==> config.mk <==
export PLATFORM = sky130hd
export DESIGN_NAME = vga_ram_port_sched
export DESIGN_NICKNAME = d
export VERILOG_FILES = /design/src/rtl/vga_ram_port_sched.sv
export SDC_FILE = /design/constraint.sdc
export NUM_CORES = 1
export LEC_CHECK = 0
export CAP_MARGIN = 15
export CORE_UTILIZATION = 45
export CTS_BUF_LIST = sky130_fd_sc_hd__clkbuf_4 sky130_fd_sc_hd__clkbuf_8
export CTS_CLUSTER_SIZE = 16
export DETAILED_ROUTE_END_ITERATION = 10
export PLACE_DENSITY = 0.83
export SLEW_MARGIN = 20
export SYNTH_ARGS = -nofsm -noshare
export SYNTH_HDL_FRONTEND = slang
export SYNTH_SLANG_ARGS = --single-unit
export TNS_END_PERCENT = 10
==> constraint.sdc <==
create_clock -name clk -period 3.8 [get_ports clk]
set_input_delay 0.76 -clock clk [delete_from_list [all_inputs] [get_ports clk]]
set_output_delay 0.76 -clock clk [all_outputs]
set_load 0.02 [all_outputs]
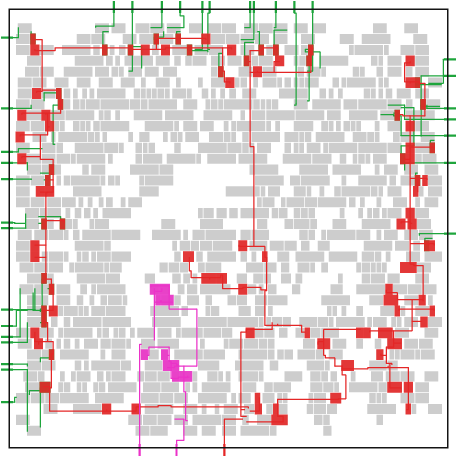
*Wires at chosen ports, followed through buffers, run 1*
Drawn at 4 px/µm.
Key: magenta = `cmd_op` [bits 2, direction input, edge bottom, end cells 10, wire 136 µm]; red = `cpu_en` [bits 1, direction input, edge bottom, end cells 96, wire 761 µm]; green = `cpu_wd` [bits 32, direction input, edge 14 left, 11 top, 7 right, end cells 32, wire 509 µm]
I/O pin total: 205
PortBufs: 204

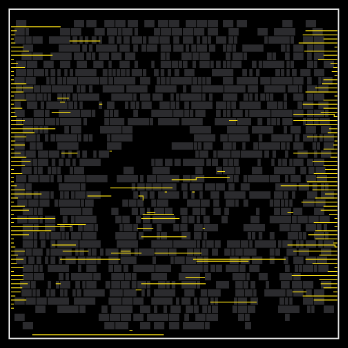
*M3 wires, run 1*
Drawn at 3 px/µm. Cells faint in the background.
The wires run mostly horizontal. The longest straight run is 43.5 µm. The layer carries 1060 µm of wire.
vias post-DR: 5420
met3 usage: 4.54%
final wirelength: 15.8 mm

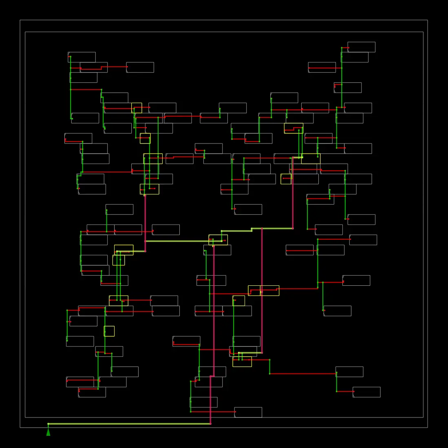
*Clock nets, run 1*
flip-flops: 90
Insertion Delay late pin: 0.35 ns
Layout clock buffers: 11
Clock Skews: 0.00795 ns

==> flow_metrics.env, run 1 <==
# source this file to load flow results
export IMPL_status="finished clean"
export IMPL_synthArstFlopShare_pct=0
export IMPL_hold_buffers=0
export IMPL_track_usage_pct=26.9
export IMPL_finalHoldViolations=0
export IMPL_ctsHtreeMaxLevel=3
export IMPL_post_route_util_pct=67.8
export IMPL_drcViolationCount=0
export IMPL_p_leak_nw=2.82
export IMPL_cts_path_max_buffers=2
export IMPL_synthDistinctLibCells=57
export IMPL_max_stage_delay_ns=0.42
export IMPL_grt_overflow_total=0
export IMPL_drt_iter0_drc=268
export IMPL_critPathMaxFanout=8
export IMPL_edf_count=0
export IMPL_maxSlewViolCount=0
export IMPL_crit_chain="nand2_2 -> or3_1 -> ha_1 -> inv_1 -> fa_1 -> nor2b_1 -> o31a_1 -> o21ai_0 -> a2111o_1 -> nand3_1 -> clkdlybuf4s15_1"
export IMPL_worst_ep_required_time_ns=3.04
export IMPL_dpl_worst_slack_ns=0.248
export IMPL_grt_pass1_vias=5287
export IMPL_clkTransAtPathRegs_ns=0.09
export IMPL_reg2reg_setup_slack_ns=1.25
export IMPL_grt_max_degree=53
export IMPL_fmax_mhz=278
export IMPL_dr_pass1_iters=5
export IMPL_routed_via_density=5.33
export IMPL_yosysTopAreaCellShare_pct=34.8
export IMPL_die_h_um=109
export IMPL_cts_root_buf="clkbuf_8"
export IMPL_yosys_area_um2=5180
export IMPL_fin_setup_tns_ns=0
export IMPL_syn_inst=692
export IMPL_chip_area_um2=11900
export IMPL_ff_type="dfxtp_1"
export IMPL_finalSetupViolCount=0
export IMPL_antenna_found_initial=0
export IMPL_synthSimpleGateAreaFrac_pct=27.9
export IMPL_yosys_cells=692
export IMPL_worstMarginPinSlew_ns=0.989
export IMPL_common_cells="187 x nand2_1, 90 x dfxtp_1, 78 x a21oi_1"
export IMPL_top_cells_by_area="dfxtp_1 35%, nand2_1 14%, mux2i_1 7.7%"
export IMPL_wl_met2_mm=7.94
export IMPL_powerDensity_nw_per_um2=436
export IMPL_dr_max_layer_used="met4"
export IMPL_cp_arrival_ns=2.83
export IMPL_fp_util_pct=46.9
export IMPL_top_area_cell="dfxtp_1"
export IMPL_ys_sh_aoi_pct=17.7
export IMPL_die_w_um=109
export IMPL_place_gp_congestion=0.862
export IMPL_grt_pass1_wl_mm=25.0
export IMPL_critPathKind="flop to output port"
export IMPL_numSynthFlops=90
export IMPL_final_net_count=1010
export IMPL_cts_buffers=9
export IMPL_post_cts_resized=3
export IMPL_ys_sh_adder_pct=4.40
export IMPL_most_common_cell="nand2_1"
export IMPL_fill_cells=950
export IMPL_cp_num_buf_inv=2
export IMPL_grt_setup_unrepaired="no"
export IMPL_fin_crit_sh_pct=94.6
export IMPL_synth_xor_xnor_area_share_pct=2.37
export IMPL_irDropWorstVdd_mv=0.273
export IMPL_drive_gt1_share_pct=6.16
export IMPL_yosysWarnings=0
export IMPL_hpwl_mm=11.8
export IMPL_drv_cap=0
export IMPL_wire_per_inst_um=15.5
export IMPL_syn_to_final_growth_pct=44.5
run 1: placed cells by master, fill, tap and decap left out, types with 3 or more instances in the layout:
master	instances
clkdlybuf4s50_1	199
nand2_1	185
dfxtp_1	88
a21oi_1	78
o21ai_0	44
mux2i_1	40
and2_1	32
nor2_1	28
inv_1	15
ha_1	15
buf_4	12
xnor2_1	9
clkbuf_8	9
nand2b_1	8
nor3_1	8
nand3_1	8
nor2b_1	7
or3_1	6
xor2_1	5
a21o_1	4
and3_1	4
a221oi_2	4
nand2_2	3
nor3b_1	3
nand4_1	3
clkinv_4	3
run 1: final cells by class:
cell class	instances	area, µm²	share of cell area [%]
multi-input combinational	539	3140	42.0
timing repair buffer	216	2120	28.4
sequential	90	1800	24.1
tap	140	175	2.34
clock buffer	11	139	1.86
inverter	15	56.3	0.752
clock inverter	5	41.3	0.552
run 1: tightest hold or removal path, delay by kind of cell (launching register included):
kind / cells / cell delay (ns)
flops: 1 / 0.32
simple gates: 2 / 0.09
run 1: cells by family (layout without fill, tap and decap cells):
kind of cell / Yosys count / count (layout)
buffers and inverters: 63 / 247
flip-flops: 90 / 90
AND-OR/OR-AND: 155 / 155
XOR/XNOR: 14 / 14
AND/OR/NAND/NOR: 312 / 312
multiplexers: 41 / 41
adder cells (fa/ha/maj): 17 / 17
run 1: routing by layer:
| layer | vias up | global-route usage (%) |
|---|---|---|
| met5 | - | 0 |
| met4 | 0 | 9.90 |
| met3 | 24 | 4.54 |
| met2 | 196 | 48.8 |
| met1 | 2504 | 31.6 |
| li1 | 2696 | - |
run 1: power breakdown:
part / switching, mW / internal [mW]
combinational: 0.868 / 0.612
clock: 0.340 / 0.256
sequential: 0.0829 / 1.10
total: 1.29 / 1.97
--- run 2 (diff from run 1) ---
- CORE_MARGIN: unset -> 4
- PLACE_DENSITY: 0.83 -> unset
- PLACE_DENSITY_LB_ADDON: unset -> 0.15
- SLEW_MARGIN: 20 -> unset
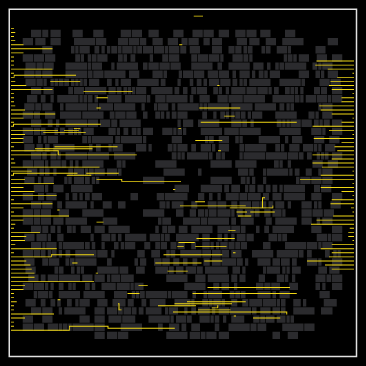
*M3 wires, run 2*
Drawn at 3 px/µm. Cells faint in the background.
164 nets have wire on it. The wires run mostly horizontal. The layer holds 9.0% of the routed length. The longest straight run is 37.7 µm. The layer carries 1470 µm of wire.
met3 usage: 6.37%
final wirelength: 16.4 mm
vias post-DR: 5421

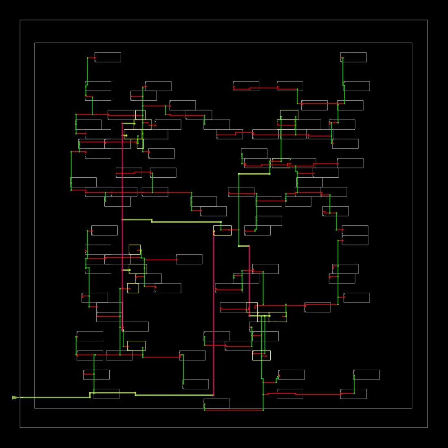
*Clock nets, run 2*
CTS Buf Count: 9
Sink Count: 90
Insertion Delay late pin: 0.36 ns
Clock Skews: 0.00967 ns

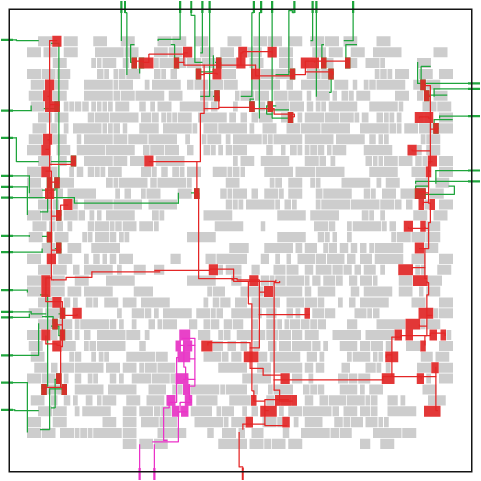
*Wires at chosen ports, followed through buffers, run 2*
Drawn at 4 px/µm.
Key: green = `cpu_wd` [bits 32, direction input, edge 14 left, 13 top, 5 right, end cells 32, wire 671 µm]; red = `cpu_en` [bits 1, direction input, edge bottom, end cells 96, wire 759 µm]; magenta = `cmd_op` [bits 2, direction input, edge bottom, end cells 10, wire 97.1 µm]

==> run 2 against run 1 <==
  * Register-to-register slack improved by 0.08 ns
  * Core utilization rose by 0.22 points
  * Clock-buffer cell count did not move
  * Synthesized cell count did not move
  * Fmax fell by 1.6%
  * Non-clock buffer count rose by 2
  * Sequential share of layout area fell by 0.076 points
==> flow_metrics.env, run 2 <==
# source this file to load flow results
export IMPL_status="finished clean"
export IMPL_critPathMaxFanout=8
export IMPL_chip_area_um2=13300
export IMPL_final_cell_mix="199 x clkdlybuf4s50_1, 186 x nand2_1, 88 x dfxtp_1"
export IMPL_fin_setup_tns_ns=0
export IMPL_top_area_cell="dfxtp_1"
export IMPL_reg2regPathDepth=5
export IMPL_warning_count=27
export IMPL_dp_cells=1002
export IMPL_io_buffer_count=204
export IMPL_fin_hold_ws_ns=0.449
export IMPL_most_common_cell="nand2_1"
export IMPL_mux_share_pct=7.95
export IMPL_holdPathStages=2
export IMPL_maxSlewViolCount=0
export IMPL_cp_arrival_ns=2.89
export IMPL_yosysTopAreaCellShare_pct=34.8
export IMPL_total_power_mw=3.29
export IMPL_die_h_um=115
export IMPL_dr_pass1_iters=5
export IMPL_synthSimpleGateAreaFrac_pct=27.9
export IMPL_yosysWarnings=0
export IMPL_synth_xor_xnor_area_share_pct=2.37
export IMPL_syn_cell_area_um2=5180
export IMPL_p_leak_nw=2.84
export IMPL_synthDistinctLibCells=57
export IMPL_min_path_type="flop to flop"
export IMPL_cts_path_max_buffers=2
export IMPL_irDropWorstVdd_mv=0.262
export IMPL_n_antenna_cell=0
export IMPL_reg2reg_setup_slack_ns=1.33
export IMPL_coreArea_um2=11000
export IMPL_drt_iter0_drc=251
export IMPL_drive_gt1_share_pct=6.26
export IMPL_track_usage_pct=24.1
export IMPL_fin_crit_sh_pct=96.2
export IMPL_post_cts_resized=2
export IMPL_cts_root_buf="clkbuf_8"
export IMPL_hpwl_mm=12.2
export IMPL_endpoint_kind="output port"
export IMPL_routed_via_density=5.33
export IMPL_fp_util_pct=46.9
export IMPL_drv_cap=0
export IMPL_critPathLaunchType="flop"
export IMPL_ys_sh_aoi_pct=17.7
export IMPL_final_net_count=1012
export IMPL_wire_per_inst_um=16.1
export IMPL_finalHoldViolations=0
export IMPL_fp_nets=831
export IMPL_critPathKind="flop to output port"
export IMPL_top_logic_kind="simple AND/OR/NAND/NOR gates"
export IMPL_finalSetupViolCount=0
export IMPL_top_cells_by_area="dfxtp_1 35%, nand2_1 14%, mux2i_1 7.7%"
export IMPL_grt_max_degree=50
export IMPL_ys_seq_share_pct=34.8
export IMPL_syn_to_final_growth_pct=45.0
export IMPL_io_pin_count=205
export IMPL_cts_tree="built"
export IMPL_fmax_mhz=274
export IMPL_fin_ws_ns=0.146
export IMPL_avgSynthCellArea_um2=7.48
export IMPL_fill_cells=960
export IMPL_numSynthFlops=90
export IMPL_clkTransAtPathRegs_ns=0.09
export IMPL_ctsHtreeMaxLevel=3
export IMPL_place_gp_congestion=0.863
export IMPL_place_area_um2=7320
export IMPL_post_cts_setup_buffers=0
export IMPL_die_w_um=115
export IMPL_antenna_found_initial=0
export IMPL_hold_buffers=0
export IMPL_finalInstanceArea_um2=7510
export IMPL_grt_pass1_vias=5430
export IMPL_powerDensity_nw_per_um2=438
export IMPL_edf_count=0
export IMPL_drcViolationCount=0
export IMPL_rows=38
export IMPL_ant_nets=0
export IMPL_syn_inst=692
export IMPL_dpl_worst_slack_ns=0.180
export IMPL_final_cells=1018
export IMPL_grt_setup_unrepaired="no"
export IMPL_yosys_cells=692
export IMPL_worstMarginPinSlew_ns=0.801
export IMPL_ys_sh_adder_pct=4.40
export IMPL_fin_crit_ns=3.65
export IMPL_synthArstFlopShare_pct=0
export IMPL_common_cells="187 x nand2_1, 90 x dfxtp_1, 78 x a21oi_1"
export IMPL_max_slew_margin_pct=46.6
export IMPL_yosys_area_um2=5180
export IMPL_final_common_cell="clkdlybuf4s50_1"
export IMPL_grt_overflow_total=0
export IMPL_ff_type="dfxtp_1"
export IMPL_worst_ep_required_time_ns=3.04
export IMPL_post_route_util_pct=68.1
export IMPL_grt_pass1_wl_mm=25.6
## run 2: cell counts after synthesis
No cell type changed its count.
## run 2: final cells by class
type | count | area [µm²] | share of cell area (%)
well taps | 140 | 175 | 2.33
clock inverters | 5 | 40.0 | 0.533
multi-input cells | 539 | 3140 | 41.8
repair buffers | 218 | 2150 | 28.6
inverters | 15 | 56.3 | 0.750
flip-flops and latches | 90 | 1800 | 24.0
clock buffers | 11 | 145 | 1.93
## run 2: cell families (layout without fill, tap and decap cells)
group / after synthesis / count (layout)
and+or+nand+nor: 312 / 312
DFF: 90 / 90
adders and majority gates: 17 / 17
buffers and inverters: 63 / 249
muxes: 41 / 41
AOI/OAI and AO/OA: 155 / 155
xor gates and xnor gates: 14 / 14
## run 2: power by group
part	total, mW	switching, mW	internal [mW]	leakage (nW)
logic	1.49	0.869	0.626	2.01
clock network	0.611	0.344	0.267	0.0969
registers	1.18	0.0827	1.10	0.734
total	3.29	1.30	1.99	2.84
## run 2: worst max-delay path, stage by stage (launching register included)
cell and delay, ns:
dfxtp_1 0.37, nand2_2 0.12, or3_1 0.34, ha_1 0.21, inv_1 0.07, fa_1 0.41
nor2_1 0.11, a21oi_1 0.06, o21ai_0 0.21, clkdlybuf4s50_1 0.64
## run 2: routing by layer
| metal | global-route usage, % | wire length [µm] | vias to the layer above |
|---|---|---|---|
| met1 | 28.5 | 6630 | 2467 |
| met2 | 41.7 | 8000 | 234 |
| met3 | 6.37 | 1470 | 20 |
| met5 | 0 | 0 | - |
| met4 | 9.15 | 267 | 0 |
| li1 | - | - | 2700 |
Power is estimated from default activity; no workload was simulated.
